**src/rtl/comp4_serial_pkg.sv**
```systemverilog
// Shared definitions for the bit-serial magnitude comparator.
// Holds the FSM state encoding, the running-relation codes, the bit
// positions of the relation output vector r, and the relation-to-r mapping.
package comp4_serial_pkg;

  typedef enum logic [1:0] {
    IDLE  = 2'd0,
    SHIFT = 2'd1,
    DONE  = 2'd2
  } state_e;

  // Running relation of a versus b, narrowed one bit pair at a time.
  typedef enum logic [1:0] {
    REL_LT = 2'd0,
    REL_EQ = 2'd1,
    REL_GT = 2'd2
  } rel_e;

  // Bit positions inside the 4-bit relation vector r.
  localparam int unsigned R_LT_IDX = 0;
  localparam int unsigned R_EQ_IDX = 1;
  localparam int unsigned R_GT_IDX = 2;
  localparam int unsigned R_NE_IDX = 3;

  // Expand a relation code into the parallel comparator's output vector.
  // The unused code 2'd3 can never be produced; it maps to EQ.
  function automatic logic [3:0] rel_to_r(input logic [1:0] rel);
    logic [3:0] vec;
    vec = 4'b0000;
    case (rel)
      REL_LT: begin
        vec[R_LT_IDX] = 1'b1;
        vec[R_NE_IDX] = 1'b1;
      end
      REL_GT: begin
        vec[R_GT_IDX] = 1'b1;
        vec[R_NE_IDX] = 1'b1;
      end
      default: begin
        vec[R_EQ_IDX] = 1'b1;
      end
    endcase
    return vec;
  endfunction

endpackage

```
**src/rtl/comp4_serial_bit_step.sv**
```systemverilog
// comp_bit_step: combinational per-bit relation update.
// Ports:
//   rel_in   current running relation (REL_LT / REL_EQ / REL_GT)
//   a_bit    serial bit of operand a
//   b_bit    serial bit of operand b
//   rel_out  relation after folding in this bit pair
// Parameter MSB_FIRST selects the update rule:
//   1: the first differing pair decides; later pairs cannot change a decided relation.
//   0: each differing pair overrides, since a more significant bit arrives later.
module comp_bit_step
  import comp4_serial_pkg::*;
#(
  parameter bit MSB_FIRST = 1'b1
) (
  input  logic [1:0] rel_in,
  input  logic       a_bit,
  input  logic       b_bit,
  output logic [1:0] rel_out
);

  always_comb begin
    rel_out = rel_in;
    if (a_bit != b_bit) begin
      if (!MSB_FIRST || (rel_in == REL_EQ)) begin
        rel_out = a_bit ? REL_GT : REL_LT;
      end
    end
  end

endmodule

```
**src/rtl/comp4_serial.sv**
```systemverilog
// comp4_serial: bit-serial magnitude comparator.
// Consumes one (a_bit, b_bit) pair per cycle with bit_valid high and, after the
// WIDTH-th pair, reports the same relation vector a parallel comparator would.
// Ports:
//   clk        rising-edge clock
//   rst_n      asynchronous active-low reset
//   start      begin a comparison (accepted in IDLE only)
//   bit_valid  a_bit/b_bit carry a valid pair this cycle
//   a_bit      serial bit of operand a
//   b_bit      serial bit of operand b
//   busy       high from start acceptance until the done cycle
//   done       one-cycle pulse; r updates in the same cycle
//   r          {a!=b, a>b, a==b, a<b}, held until the next done or reset
module comp4_serial
  import comp4_serial_pkg::*;
#(
  parameter int unsigned WIDTH     = 4,
  parameter bit          MSB_FIRST = 1'b1
) (
  input  logic       clk,
  input  logic       rst_n,
  input  logic       start,
  input  logic       bit_valid,
  input  logic       a_bit,
  input  logic       b_bit,
  output logic       busy,
  output logic       done,
  output logic [3:0] r
);

  // One extra bit so the counter cannot wrap before the terminal count.
  localparam int unsigned CNT_W = $clog2(WIDTH) + 1;
  localparam logic [CNT_W-1:0] LAST_IDX = CNT_W'(WIDTH - 1);

  if (WIDTH < 2 || WIDTH > 16) begin : g_width_check
    $error("comp4_serial: WIDTH must be in 2..16");
  end

  state_e           state_q;
  logic [CNT_W-1:0] cnt_q;
  logic [1:0]       rel_q;
  logic [1:0]       rel_next;

  comp_bit_step #(
    .MSB_FIRST(MSB_FIRST)
  ) u_step (
    .rel_in (rel_q),
    .a_bit  (a_bit),
    .b_bit  (b_bit),
    .rel_out(rel_next)
  );

  always_ff @(posedge clk or negedge rst_n) begin
    if (!rst_n) begin
      state_q <= IDLE;
      cnt_q   <= '0;
      rel_q   <= REL_EQ;
      busy    <= 1'b0;
      done    <= 1'b0;
      r       <= 4'b0000;
    end else begin
      done <= 1'b0;
      case (state_q)
        IDLE: begin
          // bit_valid is ignored here, even in the same cycle as start.
          if (start) begin
            state_q <= SHIFT;
            busy    <= 1'b1;
            cnt_q   <= '0;
            rel_q   <= REL_EQ;
          end
        end
        SHIFT: begin
          if (bit_valid) begin
            rel_q <= rel_next;
            cnt_q <= cnt_q + CNT_W'(1);
            if (cnt_q == LAST_IDX) begin
              // Final pair: publish the relation including this pair directly.
              state_q <= DONE;
              busy    <= 1'b0;
              done    <= 1'b1;
              r       <= rel_to_r(rel_next);
            end
          end
        end
        DONE: begin
          state_q <= IDLE;
        end
        default: begin
          state_q <= IDLE;
          busy    <= 1'b0;
        end
      endcase
    end
  end

endmodule

```
**config.mk**
```make
export PLATFORM = sky130hd
export DESIGN_NAME = comp4_serial
export DESIGN_NICKNAME = d
export VERILOG_FILES = /design/src/rtl/comp4_serial_pkg.sv /design/src/rtl/comp4_serial_bit_step.sv /design/src/rtl/comp4_serial.sv
export SDC_FILE = /design/constraint.sdc
export NUM_CORES = 1
export LEC_CHECK = 0
export CORE_MARGIN = 1.5
export CORE_UTILIZATION = 48
export CTS_CLUSTER_DIAMETER = 100
export DETAILED_ROUTE_END_ITERATION = 12
export GPL_TIMING_DRIVEN = 1
export PLACE_DENSITY = 0.74
export REMOVE_ABC_BUFFERS = 1
export SYNTH_ARGS = -nofsm -noshare
export SYNTH_HDL_FRONTEND = slang
export SYNTH_SLANG_ARGS = --single-unit
```
**constraint.sdc**
```tcl
create_clock -name clk -period 2 [get_ports clk]
set_input_delay 0.4 -clock clk [delete_from_list [all_inputs] [get_ports clk]]
set_output_delay 0.4 -clock clk [all_outputs]
set_load 0.01 [all_outputs]
```
==> reports/qor.txt <==
Share of layout cells above drive strength 1 - 10.14%
Area leader share - 47.24%
Number of library cell types mapped by synthesis - 25
Port bufs - 11
CP peak stage delay - 0.41 ns
GP Congestion - 0.7744
Gr ovfl total - 0
WP data arrival - 1.77 ns
Worst R2R Start - cnt_q[0]$_DFFE_PN0P_
Gate Count Post-Synth - 56
Die x size - 39.39 um
Startpoint Class - register
Hold WC Path Type - in -> async
YS warnings - 0
First-pass DRT Iterations - 4
Synthesis area per yosys - 635.6 um2
Final Non-Filler Cells - 83
Crit Path Class - reg -> reg
Core Rows - 12
Worst-path cell chain - ha_1 > ha_1 > and4b_1 > mux2_4
Status - completed
Clk slew on worst S/H paths - 0.08 ns
CP max-delay cell - dfrtp_1
Cells after DPL - 79
H-tree Lvls - 1
Worst rel slew slack - 62.63%
Max-slew violations - 0
Met3 Use GR - 5.114%
CTS Hold Bufs - 0
CTS root buf - clkbuf_4
Lkg Pwr - 0.0003427 uW
ANT nets after route - 0
Top cells, area - dfrtp_1 (47%), a22o_1 (5.5%), dfstp_2 (4.1%)
Cell Area, Synth - 635.6 um2
Wire length of the first global-routing pass - 1794 um
Clk pwr share - 14.8%
Worst EP required - 2.16 ns
Maximum clock insertion buffer count - 2
GRT Max-Usage Layer - met2
GRT met2 Usage - 26.25%
CTS tree - done
Switch share - 33.03%
Net Switching - 350.8 uW
Setup TNS - 0 ns
Slew @ Worst Pin - 0.5587 ns
Worst Clk Skew - 0.001695 ns
Tool warning count - 25
CTS resizes - 0
Maximum VDD drop - 0.7803 mV
Vias per cell - 5.349
Area Growth Syn to Fin - 21.06%
Largest net degree at the start of global routing - 14
Die Span Y - 39.39 um
Hold Violations, Final - 0
Net count, final - 78
Unrepaired setup endpoints after global routing - false
Internal cell power - 711.4 uW
CTS buffer count - 3
Nature of the critical path endpoint - register
DR iter-0 viols - 10
Ant diodes - 0
Final setup fails - 0
Chip area - 1552 um2
Floorplan core density - 54.27%
Biggest area consumer among synthesized cells - dfrtp_1
Sequential power share - 45.8%
M1 GR Usage - 24.46%
CP Max Fanout - 7
-- flip-flops by register name, indices dropped and copies added (netlist names) --
register / cells
busy: 1
cnt_q: 3
done: 1
r: 4
rel_q: 2
state_q: 2
-- power by group through the flow --
| stage | combinational [uW] | sequential [uW] | clock [uW] |
|---|---|---|---|
| 3_3_place_gp | 415 | 483 | 0 |
| 6_report | 418 | 487 | 158 |
| 4_1_cts | 426 | 486 | 162 |
| 5_1_grt | 470 | 505 | 176 |
| 3_5_place_dp | 424 | 491 | 0 |
| 2_1_floorplan | 247 | 490 | 0 |
-- layer usage --
metal	wire (um)	vias up
li1	-	226
met1	529	204
met2	450	12
met3	49	2
met4	8	0
met5	0	-
-- metrics by stage --
step	hold slack [ns]	util, %	worst slack [ns]	power, uW
floorplan	0.1044	-	0.5246	736.5
global route	0.5301	65.71	0.2942	1151
global placement	0.4927	63.46	0.2749	898.6
detailed placement	0.5000	63.46	0.2493	914.7
CTS	0.5149	65.71	0.3752	1074
finish	0.4895	65.71	0.3856	1062
-- how the worst max path moves through the flow --
stage | start | endpoint | cells after the start
4_1_cts | cnt_q[0]$_DFFE_PN0P_ | r[0]$_DFFE_PN0P_ | 4
6_report | cnt_q[0]$_DFFE_PN0P_ | r[0]$_DFFE_PN0P_ | 4
3_3_place_gp | bit_valid | r[0]$_DFFE_PN0P_ | 3
2_1_floorplan | cnt_q[0]$_DFFE_PN0P_ | r[0]$_DFFE_PN0P_ | 4
5_1_grt | cnt_q[0]$_DFFE_PN0P_ | r[0]$_DFFE_PN0P_ | 4
3_5_place_dp | bit_valid | r[0]$_DFFE_PN0P_ | 3
-- cell usage after synthesis (all sizes together) --
library cell	count
o22a	1
inv	4
o22ai	3
buf	3
mux2i	1
a31oi	1
nand2	3
ha	2
nor2b	1
and2b	1
mux2	2
xnor2	1
dfstp	1
dfrtp	12
a21oi	3
o21bai	2
o31a	1
o21ai	2
nand3b	1
and4b	2
nor2	2
a22o	4
nand2b	3
-- layout make-up --
| type | count | area [um2] |
|---|---|---|
| fillers | 104 | 401.6 |
| flip-flops and latches | 13 | 326.6 |
| multi-input cells | 36 | 266.5 |
| repair buffers | 12 | 117.6 |
| clock buffers | 4 | 26.28 |
| well taps | 14 | 17.52 |
| inverters | 4 | 15.01 |
-- cell families after synthesis --
logic type / synth area share [%]
AOI/OAI and AO/OA: 18.50
and+or+nand+nor: 12.40
DFF: 51.38
buffers and inverters: 6.691
muxes: 5.708
adders and majority gates: 3.936
xor gates and xnor gates: 1.378
-- worst max-delay path: cells and delay by family (launching register included) --
| family | cells | cell delay (ns) |
|---|---|---|
| muxes | 1 | 0.32 |
| DFF | 1 | 0.41 |
| adders and majority gates | 2 | 0.40 |
| and+or+nand+nor | 1 | 0.37 |
Figure 1. Metal layers overlaid.
(12 px per um) Two of the layers only.
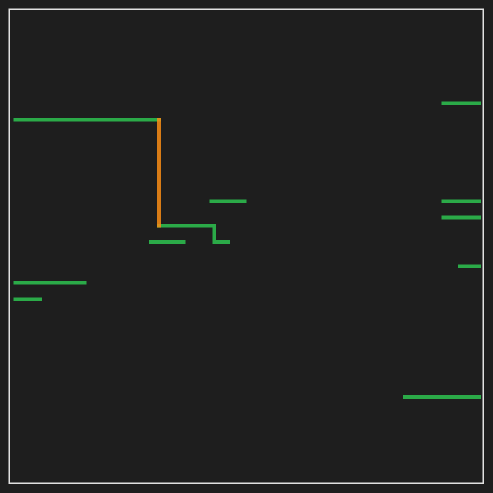
Key: green = M3 [wire length 49.2 um]; orange = M4 [wire length 8.80 um]
Vias: 444
routed wire length: 1037 um
Total GRT Usage: 18.31%
Avg WL per Cell: 12.49 um

Figure 2. Port wiring.
(10 px per um)
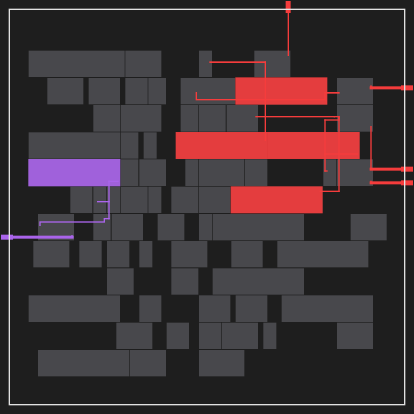
Key: red = r [bits 4, direction output, edge 3 right, 1 top, end cells 4, buffers 4, wire 74.6 um]; purple = busy [bits 1, direction output, edge left, end cells 1, buffers 1, wire 19.3 um]

Figure 3. Signal wires on met2.
(10 px per um) Cells faint in the background.
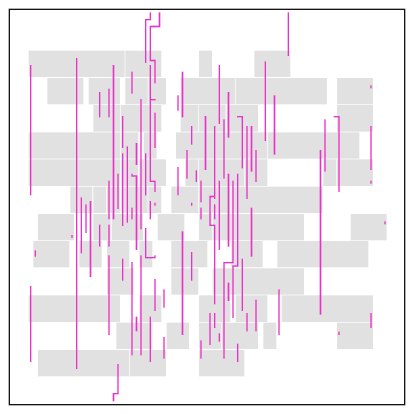
The layer carries 451 um of wire. 62 nets have wire on it. The longest straight run is 30.9 um. The wires run mostly vertical.

Figure 4. Zoomed window.
Window x 19 to 39, y 19 to 39 um. Cells in grey, sequential cells in the stronger grey; small squares are vias.
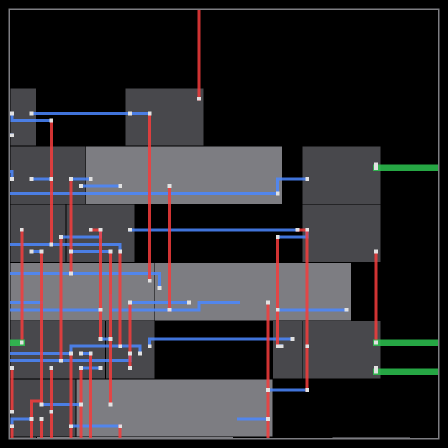
Key: red = M2; green = M3; blue = M1
Sequential cells in the window: 4. Most frequent: clkdlybuf4s50_1 (4), dfrtp_1 (4). 16 logic cells have their middle in the window. Netlist names of flops here include r (4).

Power and IR drop assume default switching activity.
